--- src/rtl/phase_index_cordic.sv ---
// phase_index_cordic: vectoring-mode CORDIC turning a complex sample into a sine-table phase index and gain-scaled magnitude
module phase_index_cordic #(
  parameter int DATA_W  = 16,
  parameter int PHASE_W = 8,
  parameter int ITER    = 12
) (
  input  logic                     clk,
  input  logic                     rst_n,
  input  logic                     in_valid,
  output logic                     in_ready,
  input  logic signed [DATA_W-1:0] in_re,
  input  logic signed [DATA_W-1:0] in_im,
  output logic                     out_valid,
  input  logic                     out_ready,
  output logic [PHASE_W-1:0]       out_phase,
  output logic [DATA_W:0]          out_mag
);
  localparam int XW = DATA_W + 3;
  typedef enum logic [1:0] {IDLE, RUN, DONE} state_t;
  state_t state, state_nx;
  logic signed [XW-1:0] x, y, x_nx, y_nx, re_w, im_w;
  logic [15:0] z, z_nx, a;
  logic [4:0] i;
  logic zero, last;
  function automatic logic [15:0] atan_lut(input logic [4:0] k);
    case (k)
      5'd0:    atan_lut = 16'd8192;
      5'd1:    atan_lut = 16'd4836;
      5'd2:    atan_lut = 16'd2555;
      5'd3:    atan_lut = 16'd1297;
      5'd4:    atan_lut = 16'd651;
      5'd5:    atan_lut = 16'd326;
      5'd6:    atan_lut = 16'd163;
      5'd7:    atan_lut = 16'd81;
      5'd8:    atan_lut = 16'd41;
      5'd9:    atan_lut = 16'd20;
      5'd10:   atan_lut = 16'd10;
      5'd11:   atan_lut = 16'd5;
      5'd12:   atan_lut = 16'd3;
      5'd13:   atan_lut = 16'd1;
      5'd14:   atan_lut = 16'd1;
      default: atan_lut = 16'd0;
    endcase
  endfunction
  assign in_ready  = state == IDLE;
  assign out_valid = state == DONE;
  assign last      = i == 5'(ITER - 1);
  // widened before negation so -2^(DATA_W-1) survives the pre-rotation
  assign re_w = XW'(in_re);
  assign im_w = XW'(in_im);
  always_comb begin
    state_nx = (state == IDLE && in_valid) ? RUN :
               (state == RUN && last)      ? DONE :
               (state == DONE && out_ready) ? IDLE : state;
    a    = atan_lut(i);
    x_nx = y[XW-1] ? x - (y >>> i) : x + (y >>> i);
    y_nx = y[XW-1] ? y + (x >>> i) : y - (x >>> i);
    z_nx = y[XW-1] ? z - a : z + a;
  end
  always_ff @(posedge clk) begin
    if (!rst_n) begin
      state     <= IDLE;
      x         <= '0;
      y         <= '0;
      z         <= '0;
      i         <= '0;
      zero      <= 1'b0;
      out_phase <= '0;
      out_mag   <= '0;
    end else begin
      state <= state_nx;
      if (state == IDLE && in_valid) begin
        x    <= in_re[DATA_W-1] ? -re_w : re_w;
        y    <= in_re[DATA_W-1] ? -im_w : im_w;
        z    <= in_re[DATA_W-1] ? 16'h8000 : 16'h0000;
        i    <= '0;
        zero <= in_re == '0 && in_im == '0;
      end
      if (state == RUN) begin
        x <= x_nx;
        y <= y_nx;
        z <= z_nx;
        i <= i + 5'd1;
        if (last) begin
          out_phase <= zero ? '0 : PHASE_W'((z_nx + 16'(1 << (15 - PHASE_W))) >> (16 - PHASE_W));
          out_mag   <= zero ? '0 : x_nx[DATA_W:0];
        end
      end
    end
  end
endmodule
--- config.mk ---
export PLATFORM = sky130hd
export DESIGN_NAME = phase_index_cordic
export DESIGN_NICKNAME = d
export VERILOG_FILES = /design/src/rtl/phase_index_cordic.sv
export SDC_FILE = /design/constraint.sdc
export NUM_CORES = 1
export LEC_CHECK = 0
export CORE_ASPECT_RATIO = 1.2
export CORE_MARGIN = 4
export CORE_UTILIZATION = 55
export CTS_BUF_LIST = sky130_fd_sc_hd__clkbuf_8
export DETAILED_ROUTE_END_ITERATION = 6
export GPL_ROUTABILITY_DRIVEN = 1
export PLACE_DENSITY = 0.74
export SYNTH_ARGS = -nofsm -noshare
export SYNTH_HDL_FRONTEND = slang
export SYNTH_SLANG_ARGS = --single-unit
--- constraint.sdc ---
create_clock -name clk -period 8.6 [get_ports clk]
set_input_delay 1.29 -clock clk [delete_from_list [all_inputs] [get_ports clk]]
set_output_delay 1.29 -clock clk [all_outputs]
set_load 0.02 [all_outputs]
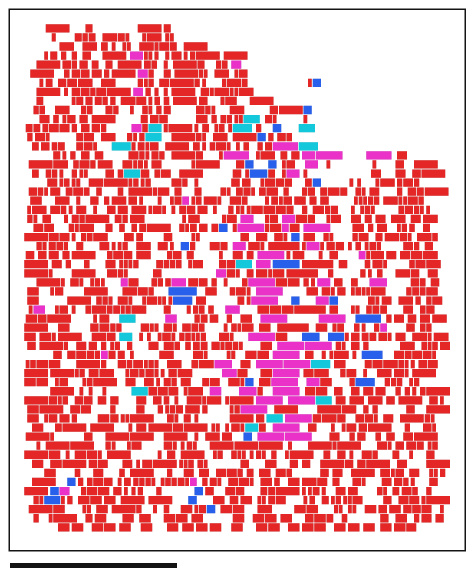
*Cells by drive strength*
The bar under the picture is 50 microns long.
- cyan: drive 6 and up (cells 16; share 1.1%; most used clkbuf_8)
- red: drive 1 or less (cells 1292; share 92%; most used nor2_1)
- magenta: drive 2 (cells 62; share 4.4%; most used mux4_2)
- blue: drive 3 to 4 (cells 29; share 2.1%; most used buf_4)
Worst Slack Setup Final: 2.55 ns
Non-CTS buffers: 81
Syn-to-layout area delta: 8.18%
area of all placed cells without fillers: 11700 sq um

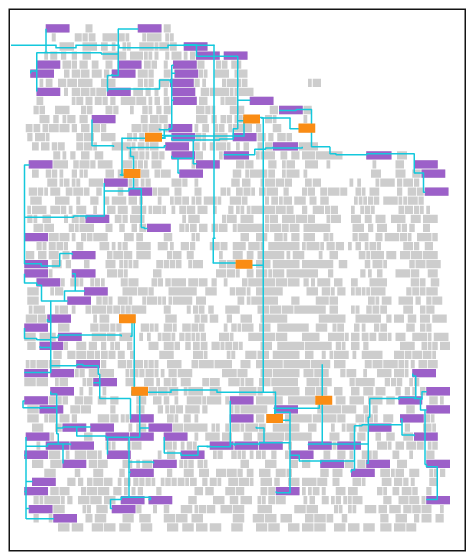
*Clock distribution*
- purple: flip-flops (count 101)
- cyan: clock wires (length 1520 microns)
- orange: cells driving clock nets (count 9)
- flops lie: widely spread
power in the clock group: 350 uW
Layout Skew: 0.0268 ns
clock network fraction of total power: 0.108
Insertion Delay late pin: 0.42 ns

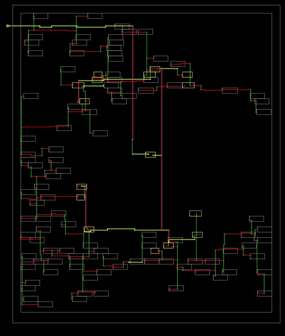
*Clock nets*
sequential cell count: 101
TritonCTS Buffers: 9
clk_buf instances: 9
TritonCTS Sinks: 101

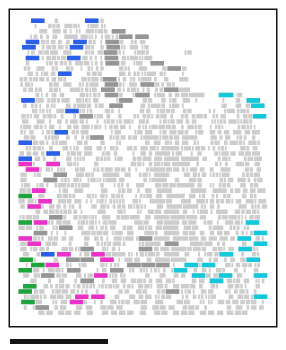
*Where the registers sit*
The bar under the picture is 50 microns long.
- blue: `z` (sequential cells 16; where north-west)
- green: `out_phase` (sequential cells 8; where south-west)
- magenta: `out_mag` (sequential cells 17)
- cyan: `y` (sequential cells 19)
- not coloured: 41
FF/Latch Area: 2030 sq um
fraction of area in registers: 0.172
Power Sequential: 670 uW
end-of-flow core utilization: 0.603

==> impl_metrics.yaml <==
# synthesis and place-and-route metrics
setup_path:
  max_stage_delay_cell_worst_path: "dfxtp_2"
  worst-path-stages: 20
  r2r_setup_slack_ns: 2.55
  path_buffers: 2
  timing.setup.critical_path_class: "register to register"
  start_kind: "register"
  cp.arrival_ns: 6.39
final_timing:
  worst_hold_slack_ns: 0.460
  layout_min_cycle_time_ns: 6.05
  timing.final.max_slew_violations: 0
  timing_worst_slew_pin_value_ns: 1.12
  slew_headroom: 0.251
  number_of_setup_violations_in_the_final_report: 0
  hold_viol_final: 0
yosys:
  yosysMostFrequentCell: "nor2_1"
  average_footprint_of_a_synthesized_cell_sq_um: 7.81
  yosys_cells: 1390
  synth_chip_area_sq_um: 10900
  flop_cell: "dfxtp_1"
  mux_area_frac: 0.113
  ys_seq_elements: 101
  yosysSeqAreaShare: 0.186
  synth.cellmix.compoundShare: 0.262
global_route:
  grt_antenna_before_repair: 0
  gr-usage-met3: 0.0551
  groute.layer.met1.usage: 0.389
  grt_start_max_net_pins: 61
  grt_pass1_wl_microns: 53600
route:
  wl_met3_microns: 2540
  detailroute.wirelength.met2_microns: 16100
  detailed_routing_iteration_count_for_the_pre_antenna_repair_pass: 6
  num_vias: 10884
  wl_per_cell_microns: 20.4
  routedLengthMet1_microns: 13700
placement:
  dpl_worst_slack_ns: 2.71
pwr:
  fin_total_pwr_mw: 3.25
  power.static_leakage_nw: 4.53
  irDropWorstVdd_uv: 262
  power_report.internal_total_mw: 1.59
clock_network:
  cts.hold.buffers_added: 0
  max-clock-path-buffers: 2
  cts-resized-gates: 0
outcome:
  run_status: "finished, final reports clean"
finish:
  leading_cell_type_in_the_layout_fill_and_taps_excluded: "nor2_1"
run:
  openroad.warnings: 34
## final cells by class
| cell class | instances | area (sq um) | area share |
|---|---|---|---|
| clock buffers | 9 | 124 | 0.0105 |
| clock inverters | 7 | 98.8 | 0.00842 |
| inverters | 39 | 146 | 0.0125 |
| multi-input cells | 1162 | 8260 | 0.703 |
| flip-flops and latches | 101 | 2030 | 0.172 |
| well taps | 261 | 327 | 0.0278 |
| repair buffers | 81 | 763 | 0.0650 |
## final timing paths
check,start,end
worst min register to register,out_phase[1]$_SDFFE_PN0P_,out_phase[1]$_SDFFE_PN0P_
worst max register to register,i[1]$_SDFFE_PN0N_,x[18]$_SDFFE_PN0N_
worst min-delay path,out_phase[1]$_SDFFE_PN0P_,out_phase[1]$_SDFFE_PN0P_
worst max-delay path,i[1]$_SDFFE_PN0N_,x[18]$_SDFFE_PN0N_
Power figures rest on the tool's default switching activity, not on a simulated workload.
